==> run_1/sizes.png <==
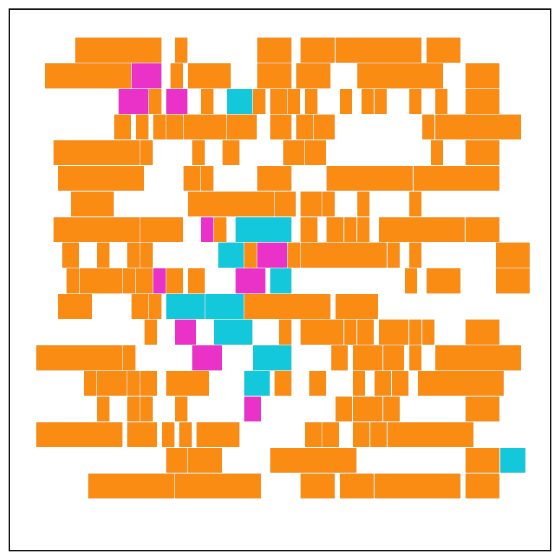
==> run_1/logic_types.png <==
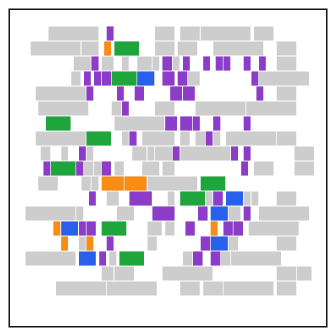
==> run_1/clocks.png <==
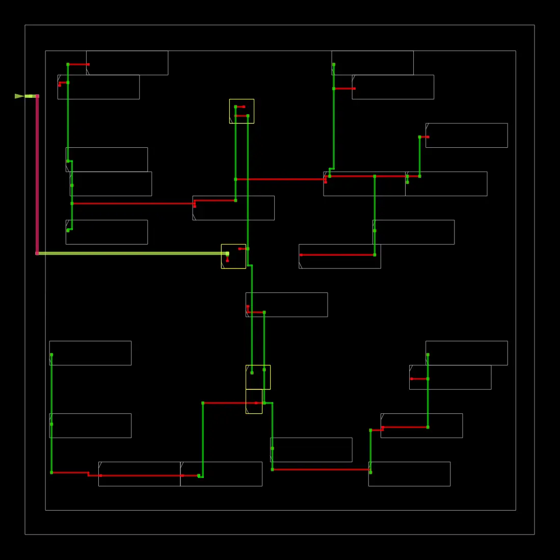
===== src/rtl/expr_y_tester.sv =====
// Sweep driver and checker for the Y = (ab)' + cd' expression block.
// Walks abcd through all 16 vectors and tallies mismatches on y_in.
module expr_y_tester #(
  parameter int unsigned SETTLE_CYCLES = 2
) (
  input  logic       clk,
  input  logic       rst_n,
  input  logic       start,
  input  logic       y_in,
  output logic       a,
  output logic       b,
  output logic       c,
  output logic       d,
  output logic       busy,
  output logic       done,
  output logic       pass,
  output logic [4:0] err_count,
  output logic [3:0] first_fail,
  output logic       fail_seen
);

  typedef enum logic [1:0] {
    IDLE,
    SETTLE,
    SAMPLE,
    DONE
  } state_t;

  localparam logic [3:0] CNT_LAST = 4'(SETTLE_CYCLES - 1);

  state_t     state;
  logic [3:0] vec;
  logic [3:0] cnt;
  logic       exp_y;
  logic       miss;
  logic [4:0] err_next;

  assign exp_y    = ~(vec[3] & vec[2]) | (vec[1] & ~vec[0]);
  assign miss     = y_in ^ exp_y;
  assign err_next = err_count + {4'd0, miss};

  assign a = vec[3];
  assign b = vec[2];
  assign c = vec[1];
  assign d = vec[0];

  always_ff @(posedge clk or negedge rst_n) begin
    if (!rst_n) begin
      state      <= IDLE;
      vec        <= '0;
      cnt        <= '0;
      busy       <= 1'b0;
      done       <= 1'b0;
      pass       <= 1'b0;
      err_count  <= '0;
      first_fail <= '0;
      fail_seen  <= 1'b0;
    end else begin
      case (state)
        IDLE, DONE: begin
          if (start) begin
            vec        <= '0;
            cnt        <= '0;
            err_count  <= '0;
            first_fail <= '0;
            fail_seen  <= 1'b0;
            busy       <= 1'b1;
            done       <= 1'b0;
            pass       <= 1'b0;
            state      <= SETTLE;
          end
        end
        SETTLE: begin
          if (cnt == CNT_LAST) begin
            cnt   <= '0;
            state <= SAMPLE;
          end else begin
            cnt <= cnt + 4'd1;
          end
        end
        SAMPLE: begin
          err_count <= err_next;
          if (miss && !fail_seen) begin
            first_fail <= vec;
            fail_seen  <= 1'b1;
          end
          // Last vector ends the sweep; vec stays at 15 in DONE
          if (vec == 4'd15) begin
            busy  <= 1'b0;
            done  <= 1'b1;
            pass  <= (err_next == 5'd0);
            state <= DONE;
          end else begin
            vec   <= vec + 4'd1;
            state <= SETTLE;
          end
        end
        default: state <= IDLE;
      endcase
    end
  end

endmodule

===== config.mk =====
export PLATFORM = sky130hd
export DESIGN_NAME = expr_y_tester
export DESIGN_NICKNAME = d
export VERILOG_FILES = /design/src/rtl/expr_y_tester.sv
export SDC_FILE = /design/constraint.sdc
export NUM_CORES = 1
export LEC_CHECK = 0
export ABC_AREA = 1
export ABC_CLOCK_PERIOD_IN_PS = 2510
export CORE_MARGIN = 2
export CORE_UTILIZATION = 45
export CTS_CLUSTER_SIZE = 8
export DETAILED_ROUTE_END_ITERATION = 8
export PLACE_DENSITY_LB_ADDON = 0.05
export SYNTH_ARGS = -nofsm -noshare
export SYNTH_HDL_FRONTEND = slang
export SYNTH_SLANG_ARGS = --single-unit

===== constraint.sdc =====
create_clock -name clk -period 2.51 [get_ports clk]
set_input_delay 0.502 -clock clk [delete_from_list [all_inputs] [get_ports clk]]
set_output_delay 0.502 -clock clk [all_outputs]
set_load 0.01 [all_outputs]

==> impl_metrics.ini, run 1 <==
; flow metrics
[routing]
ant_nets = 0
route.met2.wl_mm = 1.076
routedWlPerCell_um = 11.73
wl_met1_mm = 1.132
routed.top_layer = met4
wirelength_mm = 2.300
routed-wl-met3_um = 72
vias = 976
dr.pass1.iters = 4

[synthesis]
yosysWarnings = 0
synthTopLogicFamily = simple AND/OR/NAND/NOR gates
common_cells = nand2_1, dfrtp_1, inv_1
synth_cells = 143
top_area_cell = dfrtp_1
yosys_most_used_dff = dfrtp_1
synthArstFlopShare_pct = 100.0
ys_cells = 143
xor_area_share_pct = 4.110
synthAoiAreaFrac_pct = 10.37
synth-edff-count = 0
synth_top_cell_by_count = nand2_1
synth_nets = 156
top_cell_area_share_pct = 45.01

[setup_path]
critPathRequiredTime_ps = 2760
max_stage_delay_ps = 490
cp-start-kind = flip-flop
cp-end-kind = flip-flop
cp-startpoint = vec[0]$_DFFE_PN0P_
r2r-end = pass$_DFFE_PN0P_
r2r_cells = 12
crit_family = simple AND/OR/NAND/NOR gates
timing.rr.start = vec[0]$_DFFE_PN0P_
critPathKind = reg -> reg

[job]
max-cap-violations = 0

[die]
taps = 31
rows = 19
fp.dieH_um = 57.31

[final_timing]
fin_skew_ps = 10.40
tightest_slew_ps = 393.3
finalMaxSlewViolations = 0
whs_ps = 487.2
setup_violations = 0
relSlewSlack_pct = 73.50
min_period_ps = 2123

[grt]
met2_usage_pct = 25.12
grt_busiest_layer = met2
grt_max_degree = 24
grtUsageTotal_pct = 15.84
use_met3_pct = 2.494
grt_pass1_wl_mm = 4.071
grt_pass1_vias = 912

[clock_network]
cts_tree = yes
cts-buffers-inserted = 3
holdBufCountCts = 0
clock_latency_ps = 310
cts_resized = 0

[final_layout]
inv_count = 18
postLayoutCoreUtil_pct = 56.02
n_fill_cell = 261
nonClkBufAreaFrac_pct = 13.56
logic_gates = 99
largest_cell_class = multi-input combinational cells
comb_area_um2 = 611.8
seq_area_um2 = 575.6
largest_register = err_count

[power]
p_sw_mw = 0.5797
switching_share_pct = 42.98
design_power_total_mw = 1.349
power_leader = combinational logic
powerDensity_nw_per_um2 = 880.7
vdd_drop_max_mv = 0.5655
internal-power_mw = 0.7690
p_seq_share_pct = 38.8

[min_path]
hold_class = reg -> reg

[placement]
dpl_cell_area_um2 = 1504
gp_congestion = 0.7929
io_buffers = 20

[status]
status = finished, final reports clean
Notes on sizes.png above:
[cyan] _3 and _4 cells | cells: 10 | share: 6.1%
[orange] _0 and _1 cells | cells: 145 | share: 88%
[magenta] _2 cells | cells: 10 | share: 6.1%
Non-CTS buffers: 21
fin area: 1531 µm²
Worst Setup Slack, final: 387.2 ps
area growth from synthesis to layout: 19.77%

Notes on logic_types.png above:
[green] adder and majority cells | cells: 9 | most used: ha_1
[orange] NOR gates | cells: 7 | most used: nor2_1
[purple] NAND gates | cells: 53 | most used: nand2_1
[blue] XOR/XNOR gates | cells: 6 | most used: xor2_1
Non-Filler Instances: 196
Top cell excl fill/tap: nand2_1
Comb area share: 39.95%

Notes on clocks.png above:
final sequential cell count: 23
final-layout clock buffer total: 3
clk pwr: 0.169 mW

==> run 2: changes to the inputs <==
Settings changed: ABC_CLOCK_PERIOD_IN_PS 2510 to 1700.
Clock period 2.51 ns to 1.7 ns, I/O delays scaled along.
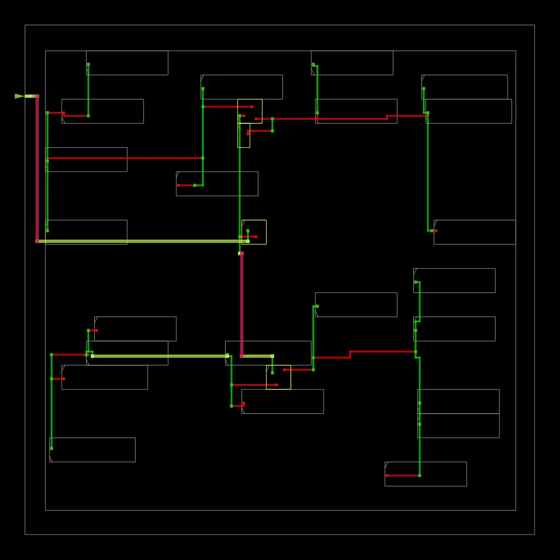
(run_2/clocks.png)
Latency at later pin: 310 ps
clk pwr: 0.251 mW
CTS sink count: 23

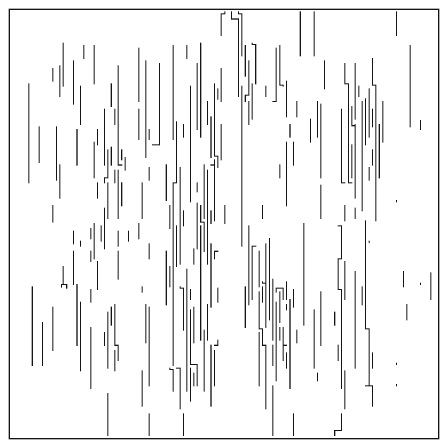
(run_2/layer_met2.png)
nets with wire on the layer: 152
share of all routed wire: 49%
vias post-DR: 1,036
final wirelength: 2.421 mm

==> run 2 against run 1 <==
Against the previous run: the run now ends with negative setup slack left; critical path depth grew 1; critical endpoint unchanged; core utilization grew 7.0 points; combinational power grew 74%; routed wire length grew 5.3%; highest routed layer unchanged; setup slack lost 420 ps; largest power group unchanged.
==> impl_metrics.ini, run 2 <==
; flow metrics
[status]
status = complete, but fails checks
violations = negative setup slack

[power]
vdd_drop_max_mv = 0.9243
internal-power_mw = 1.253
p_seq_share_pct = 35.5
design_power_total_mw = 2.149
powerDensity_nw_per_um2 = 1246
power_leader = combinational logic
switching_share_pct = 41.68
p_sw_mw = 0.8955

[final_layout]
postLayoutCoreUtil_pct = 63.07
nonClkBufAreaFrac_pct = 19.01
flops = 23
num-clock-buffers = 4
n_fill_cell = 238
largest_register = err_count
logic_gates = 99
layout_top_cell = nand2_1

[job]
max-cap-violations = 0

[clock_network]
cts-buffers-inserted = 3
holdBufCountCts = 0

[synthesis]
synth-edff-count = 0
synthArstFlopShare_pct = 100.0
yosys_most_used_dff = dfrtp_1
top_area_cell = dfrtp_1
common_cells = nand2_1, dfrtp_1, inv_1
yosysWarnings = 0
synthTopLogicFamily = simple AND/OR/NAND/NOR gates
synth_top_cell_by_count = nand2_1
ys_cells = 143

[routing]
route.met2.wl_mm = 1.176
routed.top_layer = met4
ant_nets = 0
routed-wl-met3_um = 75
wl_met1_mm = 1.142

[final_timing]
fin_skew_ps = 1.660
setup_violations = 1
whs_ps = 371.1
finalWorstSetupSlack_ps = -28.65

[setup_path]
cp-end-kind = flip-flop
crit_family = simple AND/OR/NAND/NOR gates
cp-startpoint = vec[0]$_DFFE_PN0P_
r2r-end = pass$_DFFE_PN0P_

[grt]
grt_max_degree = 24
grt_pass1_wl_mm = 4.478
grt_busiest_layer = met2

[placement]
io_buffers = 20

[die]
taps = 31
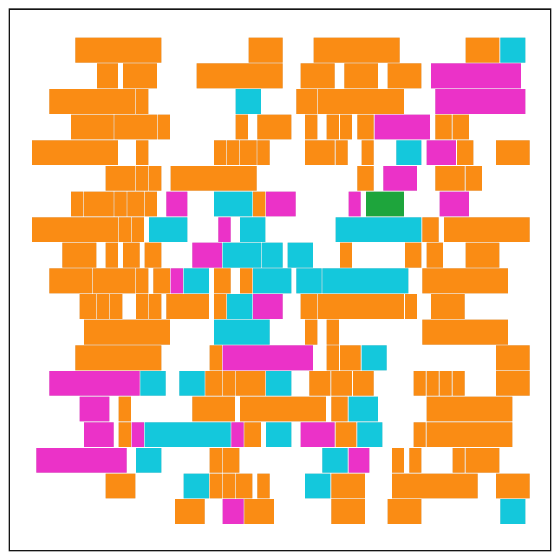
(run_2/sizes.png)
[magenta] _2 cells | cells: 23 | share: 13%
[cyan] _3 and _4 cells | cells: 29 | share: 16%
[green] _6 and larger | cells: 1 | share: 0.55%
[orange] _0 and _1 cells | cells: 128 | share: 71%
area growth from synthesis to layout: 34.83%
Non-CTS buffers: 37
fin area: 1724 µm²
Worst Setup Slack, final: -28.65 ps

Power is estimated from default activity; no workload was simulated.
